<file path="src/rtl/piradip_latency_credit_buffer.sv">
// Credit-managed landing FIFO for a fixed-latency, non-stallable pipeline.
// Credits bound launches so every beat that emerges always has a slot waiting for it.
module piradip_latency_credit_buffer #(
  parameter int DATA_WIDTH   = 33,
  parameter int DEPTH        = 8,
  parameter int CREDIT_WIDTH = $clog2(DEPTH + 1)
) (
  input  logic                    clk,
  input  logic                    resetn,
  input  logic                    issue_valid,
  output logic                    issue_ready,
  input  logic                    pipe_valid,
  input  logic [DATA_WIDTH-1:0]   pipe_data,
  output logic                    m_valid,
  output logic [DATA_WIDTH-1:0]   m_data,
  input  logic                    m_ready,
  output logic [CREDIT_WIDTH-1:0] credits,
  output logic [CREDIT_WIDTH-1:0] count,
  output logic                    overflow
);

  localparam int PTR_W = (DEPTH > 1) ? $clog2(DEPTH) : 1;
  localparam logic [CREDIT_WIDTH-1:0] DEPTH_C = CREDIT_WIDTH'(DEPTH);
  localparam logic [CREDIT_WIDTH-1:0] ONE_C   = CREDIT_WIDTH'(1);
  localparam logic [PTR_W-1:0]        PTR_ONE = PTR_W'(1);

  // Handshakes: a transfer happens on a cycle where valid & ready are both high.
  // issue and m are true valid/ready pairs; pipe has no ready because the
  // pipeline cannot stall, so a pipe_valid beat arriving on a full FIFO is lost.

  logic [CREDIT_WIDTH-1:0] credits_q, credits_d;
  logic [CREDIT_WIDTH-1:0] count_q, count_d;
  logic [PTR_W-1:0]        wr_ptr_q, rd_ptr_q;
  logic                    overflow_q;
  logic [DATA_WIDTH-1:0]   mem [DEPTH];

  logic issue_fire;
  logic push;
  logic pop;
  logic full;
  logic push_accepted;
  logic push_dropped;

  assign issue_ready   = (credits_q != '0);
  assign m_valid       = (count_q != '0);
  assign m_data        = mem[rd_ptr_q];
  assign credits       = credits_q;
  assign count         = count_q;
  assign overflow      = overflow_q;

  assign issue_fire    = issue_valid & issue_ready;
  assign push          = pipe_valid;
  assign pop           = m_valid & m_ready;
  assign full          = (count_q == DEPTH_C);
  // A full FIFO can still take a beat when the head leaves in the same cycle.
  assign push_accepted = push & (~full | pop);
  assign push_dropped  = push & full & ~pop;

  // Credits saturate at DEPTH so an unissued beat being drained cannot mint extra credit.
  always_comb begin
    credits_d = credits_q;
    if (issue_fire && !pop) begin
      credits_d = credits_q - ONE_C;
    end else if (pop && !issue_fire && (credits_q != DEPTH_C)) begin
      credits_d = credits_q + ONE_C;
    end
  end

  always_comb begin
    count_d = count_q;
    if (push_accepted && !pop) begin
      count_d = count_q + ONE_C;
    end else if (pop && !push_accepted) begin
      count_d = count_q - ONE_C;
    end
  end

  always_ff @(posedge clk or negedge resetn) begin
    if (!resetn) begin
      credits_q  <= DEPTH_C;
      count_q    <= '0;
      wr_ptr_q   <= '0;
      rd_ptr_q   <= '0;
      overflow_q <= 1'b0;
    end else begin
      credits_q <= credits_d;
      count_q   <= count_d;
      if (push_accepted) begin
        wr_ptr_q <= wr_ptr_q + PTR_ONE;
      end
      if (pop) begin
        rd_ptr_q <= rd_ptr_q + PTR_ONE;
      end
      if (push_dropped) begin
        overflow_q <= 1'b1;
      end
    end
  end

  // Storage carries no reset; contents are only observed while m_valid is high.
  always_ff @(posedge clk) begin
    if (push_accepted) begin
      mem[wr_ptr_q] <= pipe_data;
    end
  end

endmodule

</file>
<file path="config.mk">
export PLATFORM = sky130hd
export DESIGN_NAME = piradip_latency_credit_buffer
export DESIGN_NICKNAME = d
export VERILOG_FILES = /design/src/rtl/piradip_latency_credit_buffer.sv
export SDC_FILE = /design/constraint.sdc
export NUM_CORES = 1
export LEC_CHECK = 0
export ABC_CLOCK_PERIOD_IN_PS = 5280
export CELL_PAD_IN_SITES_DETAIL_PLACEMENT = 1
export CELL_PAD_IN_SITES_GLOBAL_PLACEMENT = 1
export CORE_UTILIZATION = 56
export DETAILED_ROUTE_END_ITERATION = 8
export DONT_BUFFER_PORTS = 1
export PLACE_DENSITY_LB_ADDON = 0.1
export SETUP_SLACK_MARGIN = 0.5
export SLEW_MARGIN = 20
export SYNTH_ARGS = -nofsm -noshare
export SYNTH_HDL_FRONTEND = slang
export SYNTH_SLANG_ARGS = --single-unit
</file>
<file path="constraint.sdc">
create_clock -name clk -period 5.28 [get_ports clk]
set_input_delay 0.792 -clock clk [delete_from_list [all_inputs] [get_ports clk]]
set_output_delay 0.792 -clock clk [all_outputs]
set_load 0.01 [all_outputs]
</file>
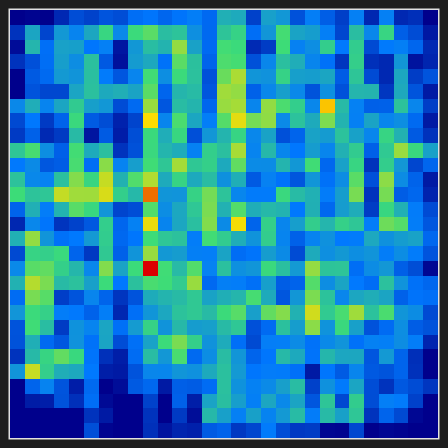
*Routed metal per tile, run 1*
29 x 29 tiles, from dark blue (low) to red (high), scaled to the fullest tile. Values are wire area over tile area, all layers added.
tiles over half the peak: 11%
fullest tile: 0.54
mean over tiles: 0.16
emptiest ninth of the die: south-west
DR WL/cell: 26.56 um
Tot GR Track Use: 22.05%
Routed WL: 21.11 mm
detailed-route via count: 4,845

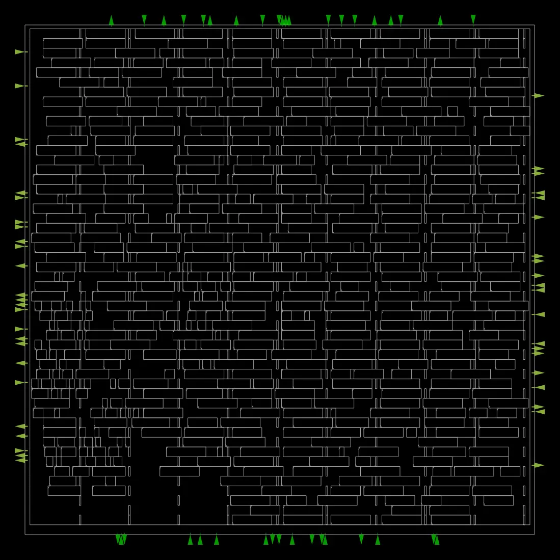
*Placement view, run 1*
placement row count: 51
registers: 279
Core ar.: 19,400 sq um

==> run_results.csv, run 1 <==
group,metric,value,unit
run_status,status,"complete, no violations",
yosys,netlist_instances,488,
worst_setup_path,arrival,2.66,ns
detailed_routing,antenna_left,0,
floorplan,die_area,20310,sq um
worst_setup_path,path_cells,"buf_16, buf_4, mux4_2, mux2_4",
yosys,postSynthAreaPerCell,22.65,sq um
yosys,ys_ff,279,
yosys,top_area_share,71.71,%
flow_run,log.warning_count,26,
finish,seq_area,8313,sq um
detailed_routing,dr.pass1.iters,4,
clocking,ctsRootBufferMaster,"clkbuf_16",
yosys,ys_seq_share,75.11,%
yosys,ys_sh_xor,0.7130,%
finish,diodes,0,
yosys,synthAdderAreaFrac,1.154,%
final_timing,clock_skew,0.01132,ns
final_timing,post-route-period-util,65.30,%
yosys,netlist_area,11060,sq um
floorplan,die_w,142.5,um
final_timing,fmax,290.0,MHz
worst_setup_path,crit_fanout,36,
yosys,ys_types,44,
worst_setup_path,cp-startpoint,"rd_ptr_q[0]$_DFFE_PN0N_",
final_timing,rsz0062_at_grt,"false",
yosys,simple_gate_area_share,1.641,%
floorplan,initCoreUtil,56.99,%
finish,final_layout_top_logic_cells,"edfxtp_1, mux4_2, clkbuf_16",
power,switchingPower,2.037,mW
power,power_frac_seq,43.6,%
yosys,synth-async-reset-ratio,5.376,%
power,vdd_ir_drop_max,324.5,uV
yosys,ys_cells,488,
clocking,cts_hold_repair.buffers,1,
yosys,mux_share,18.06,%
grt,grt_max_degree,69,
clocking,cts_tree,"done",
yosys,synth_warnings,0,
yosys,ys_sh_aoi,1.301,%
grt,grt_pass1_vias,5363,
placed_design,portBuffers,0,
grt,grt_pass1_wl,32.34,mm
placed_design,gp_congestion,0.7352,
final_timing,hold_violations,0,
detailed_routing,avgViaCountPerCell,6.094,
finish,finish.utilization,63.90,%
placed_design,hpwlAfterDp,12.06,mm
placed_design,place_ws,2.090,ns
clocking,post_cts_resized,0,
finish,drive_gt1_share,31.89,%
power,p_int,5.141,mW
final_timing,fin_crit,3.448,ns
clocking,cts.clk_slew.worst_paths,0.06,ns
worst_setup_path,criticalPathCategory,"reg2out",
clocking,cts_buffers,28,
worst_setup_path,critical-path-max-stage-delay,0.64,ns
yosys,topCellsByArea,"edfxtp_1, mux4_2, dfrtp_1",
detailed_routing,drc,0,
power,p_clk_share,29.2,%
worst_setup_path,cp-start-kind,"flip-flop",
clocking,clock.latency.late_pin,0.53,ns
final_timing,worstMarginPinSlew,1.008,ns
floorplan,ios,82,
clocking,cts_buffer_depth,3,
clocking,htree_levels,1,
final_timing,setup-violations-final,0,
yosys,yosys_area,11060,sq um
power,power_density,579.1,nW/um^2
grt,busiest_layer,"met2",
grt,grt_use_met2,37.25,%
power,p_leak,4.040,nW
placed_design,dp_cells,741,
yosys,synth_area_leader_cell,"edfxtp_1",
floorplan,die.size.y,142.5,um
clocking,clock-sinks,279,
detailed_routing,first_iter_violations,290,
grt,grt_util_met3,5.215,%
power,combPwrFrac,27.2,%
final_timing,maxSlewViolCount,0,
yosys,synthFlopType,"edfxtp_1",
grt,overflow,0,
power,swShare,28.38,%
yosys,logic_family,"multiplexers",
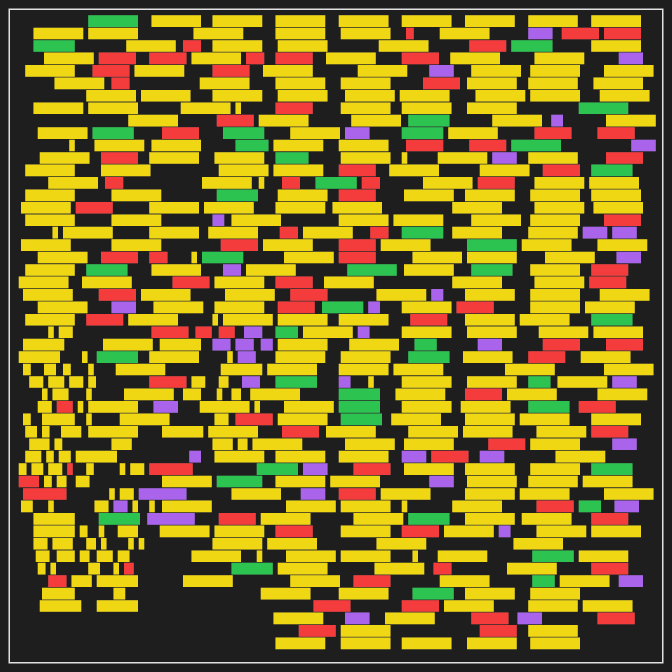
*Cell sizes after repair, run 1*
[yellow] x1 and smaller | cells: 361 | share: 68% | most used: edfxtp_1
[purple] x3 and x4 | cells: 41 | share: 7.7% | most used: mux2_4
[red] x2 | cells: 86 | share: 16% | most used: mux4_2
[green] x6 and larger | cells: 42 | share: 7.9% | most used: clkbuf_16
final setup margin: 1.832 ns
Buffers, non-clock: 13
Synth-to-Final Area Change: 12.12%

## run 1: path summary, 6_finish.rpt
path                                            to  slack [ns]  cells after the start
setup reg to reg              count[3]$_DFFE_PN0P_        2.56                      9
setup / recovery                        m_data[15]        1.83                      4
hold / removal              credits[3]$_DFFE_PN1P_        0.11                      0
min in group clk              mem[3][24]$_DFFE_PP_        0.36                      0
hold reg to reg               overflow$_DFFE_PN0P_        0.53                      1
max in group asynchronous  rd_ptr_q[1]$_DFFE_PN0N_        4.00                      1
## run 1: cell type report
class	instances	share of cell area (%)
Timing Repair Buffer	13	1.171
Inverter	6	0.2221
Sequential cell	279	67.06
Clock buffer	42	6.652
Clock inverter	10	1.373
Multi-Input combinational cell	180	20.84
Tap cell	265	2.675
## run 1: synthesized netlist by cell type (2+ instances only)
| library cell | count |
|---|---|
| mux2_2 | 11 |
| dfrtp_1 | 14 |
| fa_1 | 2 |
| buf_12 | 5 |
| nor3_1 | 3 |
| a21o_1 | 2 |
| mux2_4 | 23 |
| buf_1 | 4 |
| nand3_1 | 3 |
| o21a_1 | 2 |
| a211o_1 | 2 |
| o21ai_0 | 2 |
| nor2_1 | 12 |
| a21oi_1 | 5 |
| mux2i_1 | 3 |
| ha_1 | 7 |
| buf_6 | 2 |
| xnor2_1 | 8 |
| edfxtp_1 | 264 |
| nand2b_1 | 4 |
| mux4_2 | 66 |
| nand2_1 | 10 |
| buf_2 | 7 |
| clkbuf_1 | 4 |
| inv_1 | 4 |
## run 1: logic make-up (layout without fill, tap and decap cells)
| group | Yosys count | in the layout |
|---|---|---|
| flip-flops | 279 | 279 |
| multiplexers | 104 | 104 |
| AND/OR/NAND/NOR | 38 | 38 |
| buffers and inverters | 29 | 71 |
| AND-OR/OR-AND | 20 | 20 |
| adder cells (fa/ha/maj) | 9 | 9 |
| XOR/XNOR | 9 | 9 |
## run 1: power groups by stage
stage	Combinational, mW	Clock, mW	Sequential, mW
floorplan	1.74	0	2.97
global placement	1.82	0	3.23
detailed placement	1.88	0	3.26
CTS	1.90	2.14	3.22
global route	2.12	2.21	3.18
finish	1.95	2.10	3.13
## run 1: stage by stage
step / power (mW) / hold WS, ns / area (sq um)
floorplan: 4.712 / 0.4805 / 11060
detailed placement: 5.139 / 0.4968 / 11360
global placement: 5.056 / 0.4969 / 11360
finish: 7.178 / 0.1122 / 12400
CTS: 7.254 / 0.08985 / 12370
global route: 7.507 / 0.08667 / 12400
## run 1: registers in the layout, summed over array words and instances (netlist names)
| name | cells |
|---|---|
| mem | 264 |
| rd_ptr_q | 3 |
| count | 4 |
| wr_ptr_q | 3 |
| credits | 4 |
| overflow | 1 |
## run 1: worst max-delay path: cells and delay by family (launching register included)
kind / cells / cell delay (ns)
muxes: 2 / 0.86
DFF: 1 / 0.64
buffers and inverters: 2 / 0.60
## run 1: per-layer routing
layer,part of all wire (%),wire length [um]
met2,51,10770
met1,41,8712
met4,1.8,374
met5,0,0
met3,5.9,1255
==> run 2: changes to the inputs <==
- ABC_CLOCK_PERIOD_IN_PS: 5280 -> 2800
- CORE_UTILIZATION: 56 -> 50
- clock period: 5.28 -> 2.8 ns (I/O delays scaled with it)
==> run_results.csv, run 2 <==
group,metric,value,unit
floorplan,die_area,22710,sq um
finish,diodes,0,
detailed_routing,dr_total_vias,5066,
grt,overflow,0,
finish,drive_gt1_share,37.52,%
yosys,ys_types,44,
power,power_density,1093,nW/um^2
yosys,synthFlopType,"edfxtp_1",
worst_setup_path,crit_fanout,5,
placed_design,gp_congestion,0.7047,
grt,antenna_found_initial,0,
detailed_routing,antenna_left,0,
power,p_total,14.60,mW
worst_setup_path,critPathTopFamily,"multiplexers",
yosys,synth-async-reset-ratio,5.376,%
floorplan,rows,54,
worst_setup_path,critPathBufInv,2,
grt,grt_pass1_vias,5513,
yosys,synth_area_leader_cell,"edfxtp_1",
detailed_routing,routedWlPerCell,25.20,um
worst_setup_path,r2r-end,"credits[2]$_DFFE_PN0P_",
yosys,ys_ff,279,
worst_setup_path,criticalPathCategory,"reg2out",
detailed_routing,drc,0,
clocking,ctsRootBufferMaster,"clkbuf_16",
grt,grt_max_degree,53,
final_timing,hold_violations,0,
yosys,yosys_area,11060,sq um
final_timing,setup-violations-final,0,
clocking,cts_buffers,28,
placed_design,dpl_cell_area,11600,sq um
floorplan,core,21760,sq um
finish,area_growth,20.86,%
detailed_routing,dr.pass1.iters,4,
placed_design,hpwlAfterDp,12.16,mm
finish,finish.utilization,61.42,%
clocking,htree_levels,1,
floorplan,die_w,150.7,um
finish,final_layout_top_logic_cells,"edfxtp_1, mux4_2, dlygate4sd3_1",
hold_path,hold_end,"credits[0]$_DFFE_PN0P_",
final_timing,fmax,390.9,MHz
clocking,clock.latency.late_pin,0.54,ns
final_timing,maxSlewViolCount,0,
worst_setup_path,r2r_slack,0.42,ns
clocking,cts_buffer_depth,3,
placed_design,portBuffers,0,
detailed_routing,avgViaCountPerCell,5.777,
worst_setup_path,arrival,2.14,ns
yosys,ys_cells,488,
yosys,ys_seq_share,75.11,%
power,vdd_ir_drop_max,657.8,uV
yosys,top_area_share,71.71,%
yosys,synthTopCellsByCount,"edfxtp_1, mux4_2, mux2_4",
finish,largest_register_ffs,264,
finish,regMostFlops,"mem",
run_status,status,"complete, no violations",
grt,grt_use_total,20.11,%
yosys,topCellsByArea,"edfxtp_1, mux4_2, dfrtp_1",
worst_setup_path,path_cells,"buf_12, bufbuf_16, mux4_2, mux2_4",
clocking,cts_tree,"done",
floorplan,ios,82,
finish,logic_area,2741,sq um
final_timing,fin_crit,2.558,ns
final_timing,post-route-period-util,91.37,%
power,p_leak,4.451,nW
yosys,synth_warnings,0,
yosys,postSynthAreaPerCell,22.65,sq um
detailed_routing,first_iter_violations,306,
final_timing,worstMarginPinSlew,0.8790,ns
detailed_routing,routed_wl,22.10,mm
finish,postLayoutCellArea,13360,sq um
hold_path,hold_path_depth,2,
## run 2: cell counts after synthesis
No cell type changed its count.
## run 2: through the flow
step                      setup slack [ns]  cells
after floorplan                     0.4163    488
after global routing                0.1843    877
final                               0.2416    877
after global placement              0.2469    769
after detailed placement            0.1720    769
after CTS                           0.2173    873
## run 2: cell families (layout without fill, tap and decap cells)
family | after synthesis | in the layout | synth area share (%)
xor+xnor | 9 | 9 | 0.7130
compound gates | 20 | 20 | 1.301
mux | 104 | 104 | 18.06
simple gates | 38 | 39 | 1.641
buf+inv | 29 | 137 | 2.014
flops | 279 | 279 | 75.11
fa+ha+maj | 9 | 9 | 1.154
## run 2: cell type report
| class | instances | share of cell area (%) |
|---|---|---|
| Sequential cell | 279 | 62.22 |
| Multi-Input combinational cell | 181 | 20.52 |
| Timing Repair Buffer | 79 | 6.546 |
| Clock buffer | 37 | 6.031 |
| Tap cell | 280 | 2.622 |
| Clock inverter | 15 | 1.817 |
| Inverter | 6 | 0.2435 |
## run 2: worst max-delay path by stage
stage	endpoint	cells after the start	start
after floorplan	count[3]$_DFFE_PN0P_	11	count[0]$_DFFE_PN0P_
after global placement	count[3]$_DFFE_PN0P_	10	count[0]$_DFFE_PN0P_
after detailed placement	credits[2]$_DFFE_PN0P_	9	count[0]$_DFFE_PN0P_
after CTS	m_data[4]	4	rd_ptr_q[0]$_DFFE_PN0N_
after global routing	m_data[26]	4	rd_ptr_q[0]$_DFFE_PN0N_
final	m_data[1]	4	rd_ptr_q[0]$_DFFE_PN0N_
## run 2: worst register-to-register path, cell delays in order, from the launching register on
cell and delay [ns]:
dfrtp_2 0.42, buf_6 0.15, o41a_1 0.49, clkinv_4 0.09, buf_6 0.10, nand3_4 0.08, fa_2 0.39, xnor2_4 0.16
mux2i_2 0.19, o22a_1 0.16, o21ai_1 0.06
## run 2: where the power goes
part / total, mW / internal, mW / switching (mW)
clock network: 4.12 / 2.65 / 1.47
registers: 5.64 / 5.30 / 0.347
logic: 4.83 / 2.48 / 2.36
## run 2: layer usage
metal  up-vias  global-route usage [%]  part of all wire (%)
met3        32                   3.606                   4.5
met5         -                       0                     0
met1      2722                   26.55                    41
met2       104                   34.63                    52
met4         0                   5.150                   1.9
li1       2208                       -                     -
## run 2: timing repair
item | CTS | global route
endpoints found under the hold margin | 282 | 0
cloned | 1 | 1
pin swaps | 12 | 10
setup endpoints to repair | 154 | 88
resized | 24 | 10
setup buffers | 15 | 3
hold buffers | 36 | 0
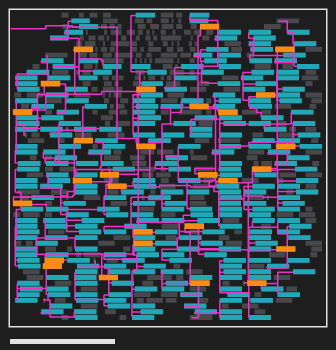
*Routed clock nets over the placement, run 2*
The bar under the picture is 50 um long.
[cyan] flip-flops | count: 279
[magenta] clock wires | length: 2,970 um
[orange] clock-net drivers | count: 28
routed clock nets: 29
Setup Skew: 0.008033 ns
Clock group: 4.12 mW
Clk pwr share: 28.2%

No activity file was given, so power comes from the tool's default toggle rates.
